==> src/rtl/fb_write_arbiter_if.sv <==
// rtl/fb_write_arbiter_if.sv - host pixel-write handshake into the frame buffer write arbiter
interface fb_write_arbiter_if #(
  parameter int ADDR_WIDTH = 19,
  parameter int DATA_WIDTH = 4
);
  logic                  host_req_i;
  logic [ADDR_WIDTH-1:0] host_addr_i;
  logic [DATA_WIDTH-1:0] host_data_i;
  logic                  host_ack_o;

  modport master (output host_req_i, host_addr_i, host_data_i, input host_ack_o);
  modport slave  (input host_req_i, host_addr_i, host_data_i, output host_ack_o);
endinterface

==> src/rtl/fb_write_arbiter.sv <==
// rtl/fb_write_arbiter.sv - round-robin scheduler of host writes and rectangle fills onto frame buffer port A
module fb_write_arbiter #(
  parameter int H_RES         = 640,
  parameter int V_RES         = 480,
  parameter int ADDR_WIDTH    = $clog2(H_RES*V_RES),
  parameter int DATA_WIDTH    = 4,
  parameter int COORD_WIDTH   = 10,
  parameter bit WR_BLANK_ONLY = 1'b0
) (
  input  logic                   pxl_clk,
  input  logic                   rst,
  input  logic                   blank_i,
  fb_write_arbiter_if.slave      host,
  input  logic                   fill_start_i,
  input  logic [COORD_WIDTH-1:0] fill_x0_i,
  input  logic [COORD_WIDTH-1:0] fill_y0_i,
  input  logic [COORD_WIDTH-1:0] fill_w_i,
  input  logic [COORD_WIDTH-1:0] fill_h_i,
  input  logic [DATA_WIDTH-1:0]  fill_color_i,
  output logic                   fill_busy_o,
  output logic                   fill_done_o,
  output logic [ADDR_WIDTH-1:0]  fb_addr_o,
  output logic [DATA_WIDTH-1:0]  fb_data_o,
  output logic                   fb_en_o,
  output logic                   fb_we_o
);
  localparam int AW1 = ADDR_WIDTH + 1;
  localparam int CW1 = COORD_WIDTH + 1;
  localparam logic [CW1-1:0] H_LIM  = CW1'(H_RES);
  localparam logic [CW1-1:0] V_LIM  = CW1'(V_RES);
  localparam logic [AW1-1:0] STRIDE = AW1'(H_RES);

  typedef enum logic [1:0] {IDLE, SETUP, RUN, DONE} state_t;

  state_t                 state;
  logic [COORD_WIDTH-1:0] x0, y0, w, h, x, y;
  logic [DATA_WIDTH-1:0]  color;
  logic [CW1-1:0]         x_last, y_last;
  logic [AW1-1:0]         row_base;
  logic [ADDR_WIDTH-1:0]  addr;
  logic                   last_fill;

  logic [CW1-1:0] x_sum, y_sum, x_end, y_end;
  logic [AW1-1:0] row_base_setup, row_base_next;
  logic           empty_rect, wr_ok, fill_req, grant_host, grant_fill;

  assign x_sum          = {1'b0, x0} + {1'b0, w};
  assign y_sum          = {1'b0, y0} + {1'b0, h};
  assign x_end          = (x_sum > H_LIM) ? H_LIM : x_sum;
  assign y_end          = (y_sum > V_LIM) ? V_LIM : y_sum;
  assign empty_rect     = (w == '0) || (h == '0) || ({1'b0, x0} >= H_LIM) || ({1'b0, y0} >= V_LIM);
  assign row_base_setup = AW1'(y0) * STRIDE + AW1'(x0);
  assign row_base_next  = row_base + STRIDE;

  // last_fill=1 means the fill won most recently, so the host takes the next tie
  assign wr_ok      = !WR_BLANK_ONLY || blank_i;
  assign fill_req   = (state == RUN);
  assign grant_host = !rst && wr_ok && host.host_req_i && (!fill_req || last_fill);
  assign grant_fill = wr_ok && fill_req && (!host.host_req_i || !last_fill);

  assign host.host_ack_o = grant_host;
  assign fill_busy_o     = (state != IDLE);
  assign fill_done_o     = (state == DONE);

  always_ff @(posedge pxl_clk or posedge rst) begin
    if (rst) begin
      state     <= IDLE;
      x0        <= '0;
      y0        <= '0;
      w         <= '0;
      h         <= '0;
      x         <= '0;
      y         <= '0;
      color     <= '0;
      x_last    <= '0;
      y_last    <= '0;
      row_base  <= '0;
      addr      <= '0;
      last_fill <= 1'b1;
      fb_addr_o <= '0;
      fb_data_o <= '0;
      fb_en_o   <= 1'b0;
      fb_we_o   <= 1'b0;
    end else begin
      if (grant_host || grant_fill) last_fill <= grant_fill;
      fb_en_o <= grant_host || grant_fill;
      fb_we_o <= grant_host || grant_fill;
      if (grant_host) begin
        fb_addr_o <= host.host_addr_i;
        fb_data_o <= host.host_data_i;
      end else if (grant_fill) begin
        fb_addr_o <= addr;
        fb_data_o <= color;
      end

      case (state)
        IDLE: begin
          if (fill_start_i) begin
            x0    <= fill_x0_i;
            y0    <= fill_y0_i;
            w     <= fill_w_i;
            h     <= fill_h_i;
            color <= fill_color_i;
            state <= SETUP;
          end
        end
        SETUP: begin
          x        <= x0;
          y        <= y0;
          x_last   <= x_end - CW1'(1);
          y_last   <= y_end - CW1'(1);
          row_base <= row_base_setup;
          addr     <= row_base_setup[ADDR_WIDTH-1:0];
          state    <= empty_rect ? DONE : RUN;
        end
        RUN: begin
          if (grant_fill) begin
            if ({1'b0, x} == x_last) begin
              if ({1'b0, y} == y_last) begin
                state <= DONE;
              end else begin
                y        <= y + COORD_WIDTH'(1);
                x        <= x0;
                row_base <= row_base_next;
                addr     <= row_base_next[ADDR_WIDTH-1:0];
              end
            end else begin
              x    <= x + COORD_WIDTH'(1);
              addr <= addr + ADDR_WIDTH'(1);
            end
          end
        end
        DONE:    state <= IDLE;
        default: state <= IDLE;
      endcase
    end
  end
endmodule
==> src/flat_wrapper.sv <==
// flat-port wrapper written by rule: the top's interface ports become plain ports
module fb_write_arbiter_flat 
#(
  parameter int H_RES         = 640,
  parameter int V_RES         = 480,
  parameter int ADDR_WIDTH    = $clog2(H_RES*V_RES),
  parameter int DATA_WIDTH    = 4,
  parameter int COORD_WIDTH   = 10,
  parameter bit WR_BLANK_ONLY = 1'b0
)
  (pxl_clk, rst, blank_i, fill_start_i, fill_x0_i, fill_y0_i, fill_w_i, fill_h_i, fill_color_i, fill_busy_o, fill_done_o, fb_addr_o, fb_data_o, fb_en_o, fb_we_o, host_host_req_i, host_host_addr_i, host_host_data_i, host_host_ack_o);
  fb_write_arbiter_if #(.ADDR_WIDTH(ADDR_WIDTH), .DATA_WIDTH(DATA_WIDTH)) host_i ();
  input  logic pxl_clk;
  input  logic rst;
  input  logic blank_i;
  input  logic fill_start_i;
  input  logic [COORD_WIDTH-1:0] fill_x0_i;
  input  logic [COORD_WIDTH-1:0] fill_y0_i;
  input  logic [COORD_WIDTH-1:0] fill_w_i;
  input  logic [COORD_WIDTH-1:0] fill_h_i;
  input  logic [DATA_WIDTH-1:0] fill_color_i;
  output logic fill_busy_o;
  output logic fill_done_o;
  output logic [ADDR_WIDTH-1:0] fb_addr_o;
  output logic [DATA_WIDTH-1:0] fb_data_o;
  output logic fb_en_o;
  output logic fb_we_o;
  input wire logic [$bits(host_i.host_req_i)-1:0] host_host_req_i;
  input wire logic [$bits(host_i.host_addr_i)-1:0] host_host_addr_i;
  input wire logic [$bits(host_i.host_data_i)-1:0] host_host_data_i;
  output wire logic [$bits(host_i.host_ack_o)-1:0] host_host_ack_o;
  assign host_i.host_req_i = host_host_req_i;
  assign host_i.host_addr_i = host_host_addr_i;
  assign host_i.host_data_i = host_host_data_i;
  assign host_host_ack_o = host_i.host_ack_o;
  fb_write_arbiter #(.H_RES(H_RES), .V_RES(V_RES), .ADDR_WIDTH(ADDR_WIDTH), .DATA_WIDTH(DATA_WIDTH), .COORD_WIDTH(COORD_WIDTH), .WR_BLANK_ONLY(WR_BLANK_ONLY)) u_core (.pxl_clk(pxl_clk), .rst(rst), .blank_i(blank_i), .host(host_i), .fill_start_i(fill_start_i), .fill_x0_i(fill_x0_i), .fill_y0_i(fill_y0_i), .fill_w_i(fill_w_i), .fill_h_i(fill_h_i), .fill_color_i(fill_color_i), .fill_busy_o(fill_busy_o), .fill_done_o(fill_done_o), .fb_addr_o(fb_addr_o), .fb_data_o(fb_data_o), .fb_en_o(fb_en_o), .fb_we_o(fb_we_o));
endmodule
==> config.mk <==
export PLATFORM = sky130hd
export DESIGN_NAME = fb_write_arbiter_flat
export DESIGN_NICKNAME = d
export VERILOG_FILES = /design/src/rtl/fb_write_arbiter_if.sv /design/src/rtl/fb_write_arbiter.sv /design/src/flat_wrapper.sv
export SDC_FILE = /design/constraint.sdc
export NUM_CORES = 1
export LEC_CHECK = 0
export ABC_AREA = 1
export ABC_CLOCK_PERIOD_IN_PS = 7900
export CORE_MARGIN = 1.5
export CORE_UTILIZATION = 53
export DETAILED_ROUTE_END_ITERATION = 7
export GPL_ROUTABILITY_DRIVEN = 0
export MAX_ROUTING_LAYER = met4
export PLACE_DENSITY = 0.78
export SLEW_MARGIN = 0
export SYNTH_ARGS = -nofsm -noshare
export SYNTH_HDL_FRONTEND = slang
export SYNTH_SLANG_ARGS = --single-unit
==> constraint.sdc <==
create_clock -name pxl_clk -period 7.9 [get_ports pxl_clk]
set_input_delay 1.58 -clock pxl_clk [delete_from_list [all_inputs] [get_ports pxl_clk]]
set_output_delay 1.58 -clock pxl_clk [all_outputs]
set_load 0.01 [all_outputs]
Figure 1. Met1 routing.
Supply wires on this layer in gray.
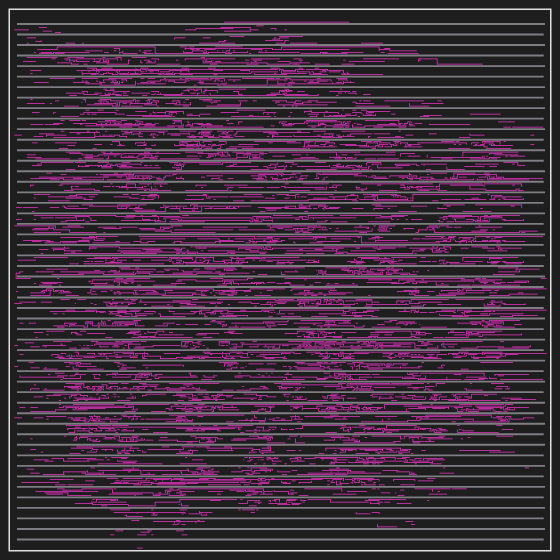
The wires run mostly horizontal. The layer holds 47% of the routed length.
vias: 8878
final WL: 24.0 mm
grt met1 use: 0.339

Figure 2. PDN straps and rails.
Pins as bars on the die edge.
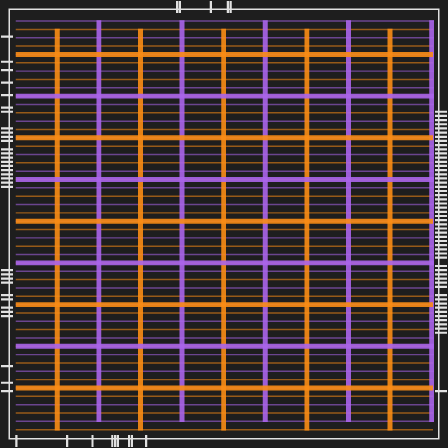
VDD: in purple. VSS: in orange.
9 straps on met5. The core has 49 rows. 50 met1 rails follow the rows. 10 straps on met4. 100 signal pins sit on the boundary.
VDD IR max: 173 uV
Die X: 140 um

==> flow_summary.json <==
{
  "status": "finished, violations left",
  "violations": "DRC",
  "crit_end": "host_host_ack_o",
  "crit_top_cell": "clkdlybuf4s50_1",
  "p_comb_frac": 0.241,
  "synthesis.area_sq_um": 9890,
  "startpoint": "rst",
  "ys_sh_xor": 0.0336,
  "holdCritStartpoint": "u_core.y_last[10]",
  "critical_path_arrival_ps": 3660,
  "rr_endpoint": "u_core.x_last[8]",
  "tapCellCount": 229,
  "p_int_uw": 1720,
  "yosys-stat-area_sq_um": 9890,
  "finalSetupTns_ps": 0,
  "hold-path-endpoint": "u_core.y_last[10]",
  "drt-initial-drc-count": 579,
  "hold_violations": 0,
  "worstSetupPathType": "in2out",
  "ff_type": "dfrtp_1",
  "final_cell_area_sq_um": 11700,
  "timing.rr.start": "u_core.x0[0]",
  "io_buffers": 98,
  "clockBufferDepth": 2,
  "max_stage_delay_ps": 530,
  "grt_max_degree": 78,
  "synth_top_area_share": 0.379,
  "clock_latency_ps": 430,
  "post_cts_resized": 0,
  "drt_pre_antenna_iters": 7,
  "wl_per_cell_um": 14.9,
  "p_leak_uw": 0.00571,
  "grt_pass1_vias": 8465,
  "simple_gate_area_frac": 0.255,
  "pin_count": 100,
  "drc": 13,
  "finalCritPeriodShare": 0.664,
  "routed-wl-met2_mm": 11.1,
  "drtAntennaViolNets": 0,
  "synth-edff-count": 0,
  "fillers": 1571,
  "die_area_sq_um": 19500,
  "cts_buffers": 17,
  "bufAreaShareNonClock": 0.0893,
  "p_clk_frac": 0.354,
  "met3_length_mm": 1.13,
  "grt_busiest_layer": "met2",
  "logic_gates": 943,
  "pg_clk_uw": 871,
  "logic_family": "simple AND/OR/NAND/NOR gates",
  "synthTopCellsByCount": "nand2_1, dfrtp_1, inv_1, nand3_1, nor2_1",
  "ys_ff": 151,
  "postSynthAreaPerCell_sq_um": 7.69,
  "p_sw_frac": 0.300,
  "final_nets": 1497,
  "clkCellAreaFrac": 0.0537,
  "logic_area_sq_um": 5350,
  "hold_depth": 2,
  "ys_sh_adder": 0.0713,
  "fin_worst_skew_ps": 7.63,
  "grt_pass1_wl_mm": 39.9,
  "power_uw": 2460,
  "dp_hpwl_mm": 17.4,
  "seqPwrFrac": 0.405,
  "rsz0062_at_grt": "false",
  "cts_tree": "done"
}
Figure 3. Gate families picked out.
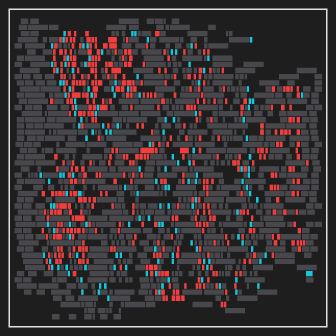
NAND gates: in red, cells 430, most used nand2_1, where spread over the die. inverters: in cyan, cells 152, most used inv_1.
logic share of the area: 0.459
Commonest Layout Cell: nand2_1
Finished Layout Cells: 1613

Figure 4. Sequential cells grouped by signal name.
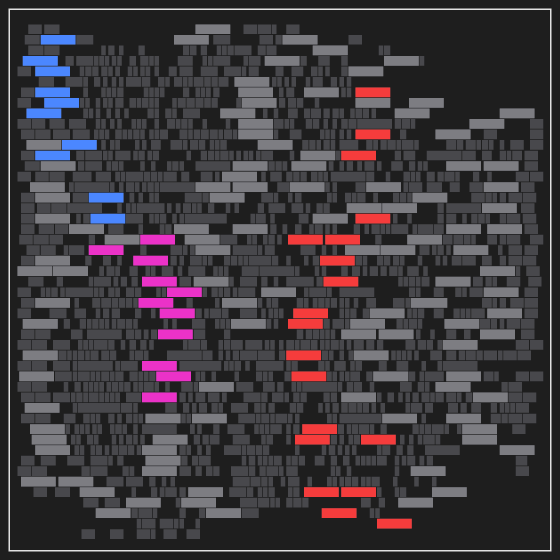
`u_core.row_base`: in red, flops 19. `u_core.y_last`: in magenta, flops 11, where left middle. `u_core.w`: in blue, flops 10, where top left.
Register Area: 3780 sq um
seq pwr: 996 uW
final design utilization: 0.643

No activity file was given, so power comes from the tool's default toggle rates.
